--- src/rtl/parking_gate_ctrl.sv ---
// Parking gate front end: syncs and debounces both loop sensors, arbitrates
// enter/exit requests to the occupancy FSM and drives barriers / denied flags.
module parking_gate_ctrl #(
  parameter int DEBOUNCE_CYCLES = 4,
  parameter int OPEN_CYCLES     = 8
) (
  input  logic CLK,
  input  logic RST_N,
  input  logic sens_in_raw,
  input  logic sens_out_raw,
  input  logic open_door,
  output logic enter,
  output logic exit,
  output logic gate_in_open,
  output logic gate_out_open,
  output logic in_denied,
  output logic out_denied
);

  // state  | meaning
  // IDLE   | no vehicle being handled, waiting for debounced arrival
  // WAIT   | arrival seen, other lane holds the request slot
  // REQ    | request pulse to occupancy FSM, open_door sampled
  // OPEN   | barrier up, hold timer running / vehicle still on loop
  // DENIED | request refused, flag held until loop clears
  typedef enum logic [2:0] {S_IDLE, S_WAIT, S_REQ, S_OPEN, S_DENIED} lane_state_e;

  localparam int CW = $clog2(DEBOUNCE_CYCLES + 1);
  localparam int TW = (OPEN_CYCLES > 1) ? $clog2(OPEN_CYCLES) : 1;
  localparam logic [CW-1:0] DB_LAST = CW'(DEBOUNCE_CYCLES - 1);
  localparam logic [TW-1:0] T_LOAD  = TW'(OPEN_CYCLES - 1);

  // lane index 0 = entrance, 1 = exit
  logic [1:0]    raw_s;
  logic [1:0]    sync1_q, sync2_q;
  logic [1:0]    deb_q, deb_d, rise_q, rise_d;
  logic [CW-1:0] cnt_q [2];
  logic [CW-1:0] cnt_d [2];
  lane_state_e   st_q  [2];
  lane_state_e   st_d  [2];
  logic [TW-1:0] tmr_q [2];
  logic [TW-1:0] tmr_d [2];
  logic          last_grant_q, last_grant_d;
  logic [1:0]    want, grant;
  logic [1:0]    req_q, req_d, open_q, open_d, den_q, den_d;

  assign raw_s = {sens_out_raw, sens_in_raw};

  always_comb begin
    deb_d        = deb_q;
    rise_d       = '0;
    want         = '0;
    grant        = '0;
    last_grant_d = last_grant_q;
    req_d        = '0;
    open_d       = '0;
    den_d        = '0;
    for (int i = 0; i < 2; i++) begin
      cnt_d[i] = '0;
      st_d[i]  = st_q[i];
      tmr_d[i] = tmr_q[i];
    end

    // Debounce: flip once the mismatch has persisted DEBOUNCE_CYCLES samples
    for (int i = 0; i < 2; i++) begin
      if (sync2_q[i] != deb_q[i]) begin
        if (cnt_q[i] == DB_LAST) begin
          deb_d[i]  = sync2_q[i];
          rise_d[i] = sync2_q[i];
        end else begin
          cnt_d[i] = cnt_q[i] + CW'(1);
        end
      end
      want[i] = ((st_q[i] == S_IDLE) && rise_q[i]) ||
                ((st_q[i] == S_WAIT) && deb_q[i]);
    end

    // last_grant_q: 0 = entrance got the slot last, 1 = exit did
    if (want == 2'b11) grant = last_grant_q ? 2'b01 : 2'b10;
    else               grant = want;
    if (grant[0])      last_grant_d = 1'b0;
    else if (grant[1]) last_grant_d = 1'b1;

    for (int i = 0; i < 2; i++) begin
      case (st_q[i])
        S_IDLE:   if (rise_q[i]) st_d[i] = grant[i] ? S_REQ : S_WAIT;
        S_WAIT: begin
          if (grant[i])       st_d[i] = S_REQ;
          else if (!deb_q[i]) st_d[i] = S_IDLE;
        end
        S_REQ: begin
          if (open_door) begin
            st_d[i]  = S_OPEN;
            tmr_d[i] = T_LOAD;
          end else begin
            st_d[i] = S_DENIED;
          end
        end
        S_OPEN: begin
          if (tmr_q[i] != '0)  tmr_d[i] = tmr_q[i] - TW'(1);
          else if (!deb_q[i])  st_d[i]  = S_IDLE;
        end
        S_DENIED: if (!deb_q[i]) st_d[i] = S_IDLE;
        default:  st_d[i] = S_IDLE;
      endcase
      req_d[i]  = (st_d[i] == S_REQ);
      open_d[i] = (st_d[i] == S_OPEN);
      den_d[i]  = (st_d[i] == S_DENIED);
    end
  end

  always_ff @(posedge CLK) begin
    if (!RST_N) begin
      sync1_q      <= '0;
      sync2_q      <= '0;
      deb_q        <= '0;
      rise_q       <= '0;
      last_grant_q <= 1'b1;
      req_q        <= '0;
      open_q       <= '0;
      den_q        <= '0;
      for (int i = 0; i < 2; i++) begin
        cnt_q[i] <= '0;
        st_q[i]  <= S_IDLE;
        tmr_q[i] <= '0;
      end
    end else begin
      sync1_q      <= raw_s;
      sync2_q      <= sync1_q;
      deb_q        <= deb_d;
      rise_q       <= rise_d;
      last_grant_q <= last_grant_d;
      req_q        <= req_d;
      open_q       <= open_d;
      den_q        <= den_d;
      for (int i = 0; i < 2; i++) begin
        cnt_q[i] <= cnt_d[i];
        st_q[i]  <= st_d[i];
        tmr_q[i] <= tmr_d[i];
      end
    end
  end

  assign enter         = req_q[0];
  assign exit          = req_q[1];
  assign gate_in_open  = open_q[0];
  assign gate_out_open = open_q[1];
  assign in_denied     = den_q[0];
  assign out_denied    = den_q[1];

endmodule

--- config.mk ---
export PLATFORM = sky130hd
export DESIGN_NAME = parking_gate_ctrl
export DESIGN_NICKNAME = d
export VERILOG_FILES = /design/src/rtl/parking_gate_ctrl.sv
export SDC_FILE = /design/constraint.sdc
export NUM_CORES = 1
export LEC_CHECK = 0
export CAP_MARGIN = 20
export CORE_UTILIZATION = 50
export CTS_CLUSTER_DIAMETER = 80
export DETAILED_ROUTE_END_ITERATION = 10
export PLACE_DENSITY = 0.7
export SLEW_MARGIN = 20
export SYNTH_ARGS = -nofsm -noshare
export SYNTH_HDL_FRONTEND = slang
export SYNTH_SLANG_ARGS = --single-unit
--- constraint.sdc ---
create_clock -name CLK -period 1.85 [get_ports CLK]
set_clock_uncertainty 0.1 [all_clocks]
set_input_delay 0.555 -clock CLK [delete_from_list [all_inputs] [get_ports CLK]]
set_output_delay 0.555 -clock CLK [all_outputs]
set_load 0.005 [all_outputs]
final_congestion.png
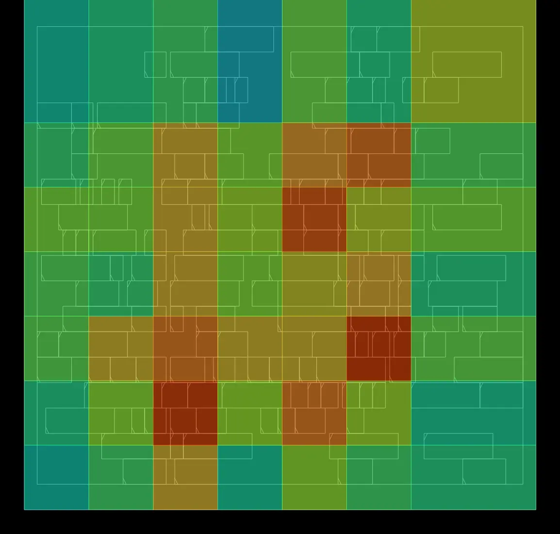
M3 GR Usage: 8.33%
met1 usage in global routing: 23.1%
GR Util met2: 30.7%
GRT Max-Usage Layer: met2

port_nets.png
Drawn at 4 px/um.
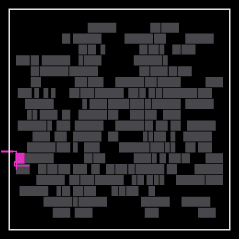
Key: magenta = sens_out_raw [bits 1, direction input, edge left, end cells 1, buffers 1, wire 12.8 um]

density.png
Drawn at 6 px/um. 11 x 11 tiles, from dark blue (low) to red (high), 0 to 100% covered.
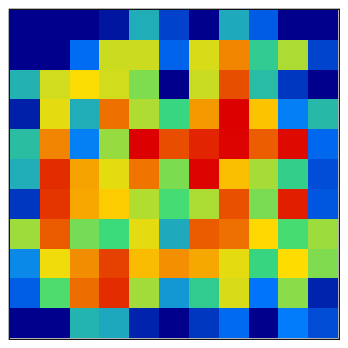
The emptiest ninth of the die: upper left. The fullest tile reaches 100%. The densest ninth of the die: centre. 28% of the tiles are over 75% full. 12% of the tiles are nearly empty.

clock_map.png
Drawn at 6 px/um.
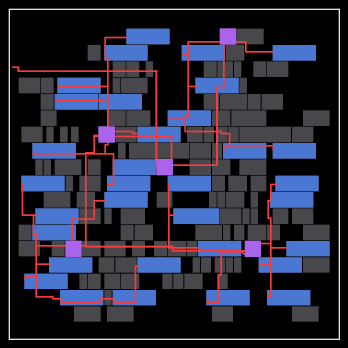
Key: red = clock wires [length 402 um]; purple = cells driving clock nets [count 5]; blue = flip-flops [count 33]
Position of the flops: spread over the die. There are 6 routed clock nets.

met3.png
Drawn at 8 px/um. Cells faint in the background.
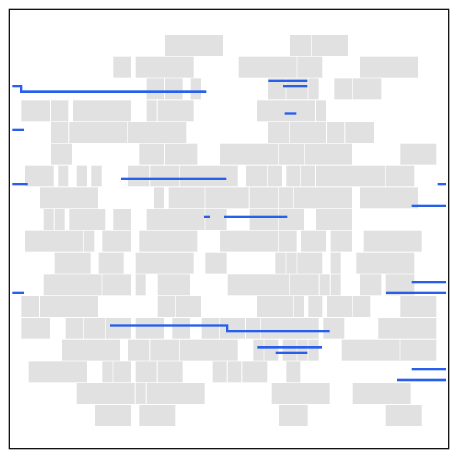
The wires run mostly horizontal. 15 nets have wire on it. The layer carries 123 um of wire.

==> results.toml <==
# implementation run metrics
[synth]
topCellsByArea = "dfxtp_1 47%, ha_1 7.2%, inv_1 3.0%"
synth-edff-count = 0
yosysChipArea_sq_um = 1390
ys_seq_share_pct = 47.5
synthCells = 131
ys.flops = 33
syn_nets = 144
ys_types = 41

[worst_setup_path]
max_stage_delay_ps = 480
cp_num_buf_inv = 1
timing_worst_setup_path_type = "reg2out"
crit_required_ps = 1190
reg2reg_from = "tmr_q[0][3]"

[sta]
slew_headroom_pct = 76.3
timing.fmax_mhz = 555
worst_pin_slew_ps = 350

[routing]
wl_per_cell_um = 13.4
via_per_inst = 5.64
vias = 993
drc = 0

[pwr]
switchingPower_w = 0.000246
vdd_drop_max_uv = 564
power_frac_clock_pct = 32.2
p_total_w = 0.00111

[clock_network]
cts_made_buffers = 5
cts.clk_slew.worst_paths_ps = 90
cts_hold_buffers = 0
post-cts-setup-buffers = 0

[die]
chipArea_sq_um = 3000

[global_route]
gr-total-overflow = 0
antenna_found_initial = 0
grt_pass1_wl_mm = 3.95

[run]
maxCapViolCount = 0

[placed_design]
numPortBuffers = 10
post-place-cells = 170
place.gp.congestion = 0.851
dpl_cell_area_sq_um = 1530

[final_layout]
antennaDiodeCount = 0
fin_area_sq_um = 1580

[status]
status = "finished, final reports clean"
## final cells by class
class / instances / area, sq um
Clock buffer: 5 / 37.5
Clock inverter: 1 / 5.00
Fill cell: 207 / 966
Inverter: 11 / 41.3
Multi-Input combinational cell: 83 / 663
Sequential cell: 33 / 662
Tap cell: 30 / 37.5
Timing Repair Buffer: 13 / 133
## worst paths after layout
check / slack [ps] / cells past startpoint / to
hold reg to reg: 340 / 1 / cnt_q[0][3]
setup reg to reg: 310 / 5 / st_q[0][4]
hold / removal: 340 / 1 / cnt_q[0][3]
setup / recovery: 50 / 1 / out_denied
## per-layer routing
metal  share of wire, %  up-vias
met3                5.2        4
met2                 48       24
met4                1.2        0
met5                  0        -
li1                   -      504
met1                 46      461
## power by group through the flow
stage                     Sequential [W]  Combinational [W]  Clock [W]
after floorplan                 0.000734          0.0000169          0
after global placement          0.000734          0.0000346          0
after detailed placement        0.000735          0.0000355          0
after CTS                       0.000718          0.0000352   0.000370
after global routing            0.000719          0.0000392   0.000406
final                           0.000718          0.0000351   0.000357
## cells by family (layout without fill, tap and decap cells)
kind of cell               Yosys count  count (layout)  synth area share [%]
and+or+nand+nor                     49              49                  25.1
DFF                                 33              33                  47.5
AOI/OAI and AO/OA                   20              20                  10.9
buffers and inverters               15              30                  4.86
adders and majority gates            8               8                  7.19
muxes                                4               4                  3.24
xor gates and xnor gates             2               2                  1.26
## sequential cells by signal, indices dropped and copies added (netlist names)
name / count
cnt_q: 6
st_q: 6
tmr_q: 6
deb_q: 2
den_q: 2
open_q: 2
req_q: 2
rise_q: 2
sync1_q: 2
sync2_q: 2
last_grant_q: 1
## stage by stage
step | hold slack (ps) | worst slack (ps)
after floorplan | 299 | 442
after global placement | 308 | -0.253
after detailed placement | 322 | -41.0
after CTS | 340 | 23.9
after global routing | 348 | 6.60
final | 336 | 47.6
Power figures rest on the tool's default switching activity, not on a simulated workload.
